**Run 1: routed metal, one colour a layer**

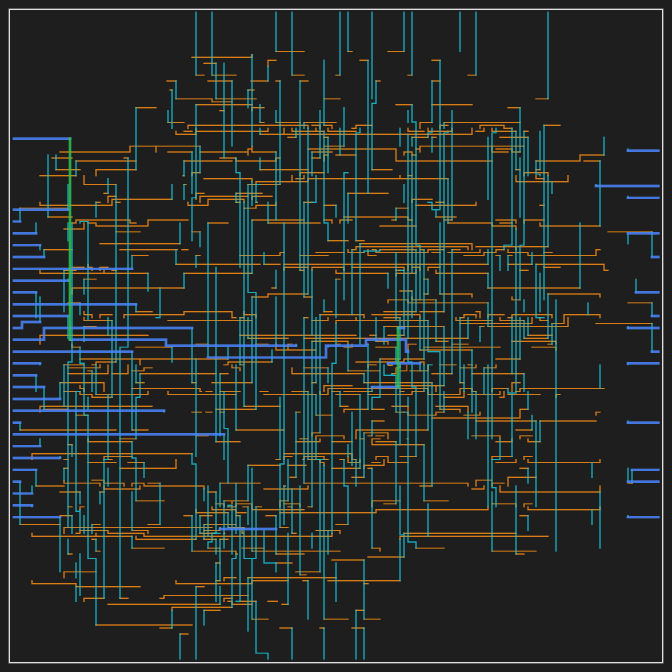
**Run 1: placement by cell class**

Fill, decap, tap and diode cells in grey.
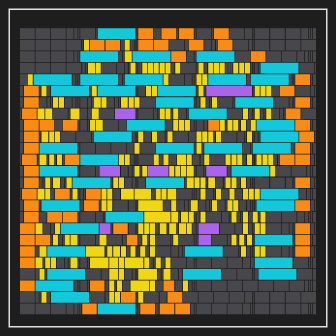
**Run 1: sizing map**

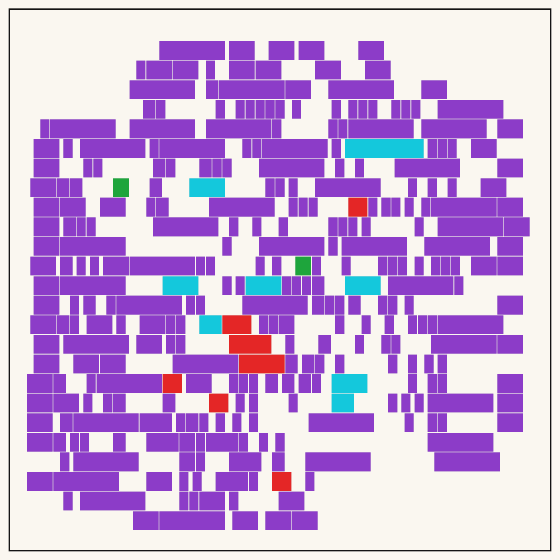
==> config.mk <==
export PLATFORM = sky130hd
export DESIGN_NAME = cn_frame_loader
export DESIGN_NICKNAME = d
export VERILOG_FILES = /design/src/rtl/cn_pkg.sv /design/src/rtl/cn_frame_loader.sv
export SDC_FILE = /design/constraint.sdc
export NUM_CORES = 1
export LEC_CHECK = 0
export ABC_AREA = 1
export CORE_MARGIN = 2
export CORE_UTILIZATION = 40
export DETAILED_ROUTE_END_ITERATION = 10
export PLACE_DENSITY_LB_ADDON = 0.3
export SLEW_MARGIN = 40
export SYNTH_ARGS = -nofsm -noshare
export SYNTH_HDL_FRONTEND = slang
export SYNTH_SLANG_ARGS = --single-unit
==> constraint.sdc <==
create_clock -name clk -period 3.1 [get_ports clk]
set_clock_uncertainty 0.05 [all_clocks]
set_input_delay 0.775 -clock clk [delete_from_list [all_inputs] [get_ports clk]]
set_output_delay 0.775 -clock clk [all_outputs]
set_load 0.01 [all_outputs]
==> impl_metrics.ini <==
; generated from flow reports
[status]
status = finished, final reports clean

[setup_path]
path_max_fanout = 2
endpoint_kind = output pin
cp.arrival_ns = 1.95
critPathLaunchType = input pin
rrSetupSlack_ns = 1.44
worst-setup-path-type = in2out
reg2regPathDepth = 8
cp.required_ns = 2.27

[pwr]
p_clk_share_pct = 24.5
ir_drop_uv = 407
p_per_area_nw_per_um2 = 651
switching_share_pct = 33.6
internal_power_mw = 1.21
comb_power_share_pct = 34.3
p_sw_mw = 0.613
p_seq_share_pct = 41.2
leakagePower_nw = 1.41

[sta]
fin_crit_ns = 2.78
setup_viol = 0
fin_setup_tns_ns = 0
rsz0062_at_grt = false
fmax_ghz = 0.360
max_slew_margin_pct = 59.2
fin_crit_sh_pct = 89.7
worst_pin_slew_ns = 0.610
final-hold-violation-count = 0
whs_ns = 0.425
drv_slew = 0

[logic_synthesis]
ys_ff = 44
yosys_area_um2 = 2020
netlist_area_um2 = 2020
ys_types = 19
synth.area.top_cells = dfrtp_1 (55%), nand2_1 (23%), nand3_1 (4.7%)
syn_inst = 248
yosysWarningCount = 0
syn_area_per_cell_um2 = 8.13
synth_nets = 272
ys_cells = 248
postSynthSeqShare_pct = 54.6
yosysTopAreaCell = dfrtp_1
top_area_share_pct = 54.6

[cells_and_area]
flop_area_um2 = 1100
antennaDiodeCount = 0
layout-drive-gt1-share_pct = 5.40
layout.nets = 338
logic_area_um2 = 806
largest_reg_flops = 9
fill_cells = 446

[job]
tool_warnings = 30
cap_violations = 0

[clocking]
numCtsBuffers = 5
cts_setup_buffers = 0
clock_latency_ns = 0.29
root_buffer = clkbuf_8
h-tree-depth = 2
clkSlewWorstSetupHoldPaths_ns = 0.09
cts_hold_buf = 0
cts_tree = yes
clock_sinks = 44
clockBufferDepth = 2
cts-resized-gates = 0

[global_route]
grt_pass1_vias = 1582
grt.total_usage_pct = 17.1
grt_overflow = 0
grt_pass1_wl_um = 7330
grt_max_degree = 25
antenna_found_initial = 0

[routing]
drtPass1Iterations = 5
routed_via_density = 4.60
routed_wl_um = 4480
first_iter_violations = 106
drc_errors = 0
antenna_left = 0

[floorplanning]
fp-utilization_pct = 42.1
die-width_um = 75.0
die_area_um2 = 5620
core.rowCount = 25
die_y_um = 75.0
io_pins = 61

[place]
port_buffers = 60
place_congestion = 0.905
dpl.hpwl_um = 3320

[worst_hold_path]
holdPathStages = 2
hp-class = reg2reg
## Picture notes: 'routed metal, one colour a layer'
layer	colour	wire length
M1	orange	2,030 um
M3	blue	291 um
M2	cyan	2,120 um
M4	green	29.9 um
wire length per cell: 11.7 um
DR vias: 1,758

## Picture notes: 'placement by cell class'
class	colour	cells
remaining logic cells	yellow	200
remaining buffers and delay cells	orange	63
clock drivers and dummy loads	purple	8
sequential cells	cyan	44
CORE AREA: 4790 um2
Finished Cell Area: 2810 um2
sequential share of cell area: 39.3%

## Picture notes: 'sizing map'
size	colour	cells	share
x2	green	2	0.63%
x6 and larger	cyan	8	2.5%
x1 and smaller	purple	298	95%
x3 and x4	red	7	2.2%
worst setup margin: 0.321 ns
P&R area growth vs syn: 39.2%
Signal buffers: 63

-- run 1: power groups by stage --
stage / registers [mW] / logic, mW / clock network [mW]
6_report: 0.752 / 0.626 / 0.447
5_1_grt: 0.766 / 0.700 / 0.480
4_1_cts: 0.752 / 0.635 / 0.454
3_5_place_dp: 0.758 / 0.635 / 0
3_3_place_gp: 0.759 / 0.624 / 0
2_1_floorplan: 0.794 / 0.304 / 0
-- run 1: cells in the final DEF, fill, tap and decap left out, drive strengths merged --
cell type	instances
a21oi	2
buf	3
bufinv	1
clkbuf	5
clkdlybuf4s50	60
clkinv	1
clkinvlp	1
dfrtp	44
ha	5
inv	19
nand2	125
nand3	20
nand4	2
nor2	17
nor3	1
o21ai	8
or2	1
-- run 1: worst max-delay path, cell delays in order --
cell	delay [ns]
clkdlybuf4s50_1	0.43
nor3_1	0.19
clkdlybuf4s50_1	0.56
-- run 1: cell usage after synthesis --
library cell  count
ha_1              5
dfrtp_1          44
nor3_1            1
buf_6             2
o21ai_0           5
nand2_2           2
o21ai_1           3
or2_1             1
inv_6             1
nand3_4           1
inv_1            18
nand4_1           2
nand3_1          19
nand2_1         123
nor2_1           16
a21oi_1           1
nor2_4            1
a21oi_4           1
buf_2             2
-- run 1: layer usage --
metal / global-route usage [%] / vias up / share of wire [%] / routed length, um
li1: - / 900 / - / -
met1: 22.8 / 803 / 45 / 2030
met2: 27.5 / 51 / 47 / 2120
met3: 4.82 / 4 / 6.5 / 291
met4: 4.96 / 0 / 0.65 / 29
met5: 0 / - / 0 / 0
-- run 1: kinds of logic (layout without fill, tap and decap cells) --
kind of cell	count (synthesis)	count (layout)	synth area share, %
buffers and inverters	23	90	5.40
DFF	44	44	54.6
adders and majority gates	5	5	3.10
and+or+nand+nor	166	166	33.8
AOI/OAI and AO/OA	10	10	3.04
-- run 1: cell type report --
| type | instances | share of cell area (%) |
|---|---|---|
| well taps | 67 | 2.99 |
| clock inverters | 3 | 1.65 |
| flip-flops and latches | 44 | 39.3 |
| inverters | 19 | 2.72 |
| multi-input cells | 181 | 28.7 |
| clock buffers | 5 | 2.45 |
| repair buffers | 63 | 22.2 |
-- run 1: per-stage QoR --
| stage | utilization [%] | power (mW) | std cells | setup WS, ns | cell area (um2) |
|---|---|---|---|---|---|
| 4_1_cts | 58.6 | 1.84 | 382 | 0.299 | 2810 |
| 6_report | 58.6 | 1.83 | 382 | 0.321 | 2810 |
| 2_1_floorplan | - | 1.10 | 248 | 1.06 | 2020 |
| 3_3_place_gp | 56.2 | 1.38 | 374 | 0.302 | 2690 |
| 5_1_grt | 58.6 | 1.95 | 382 | 0.238 | 2810 |
| 3_5_place_dp | 56.2 | 1.39 | 374 | 0.302 | 2690 |
Power and IR drop assume default switching activity.
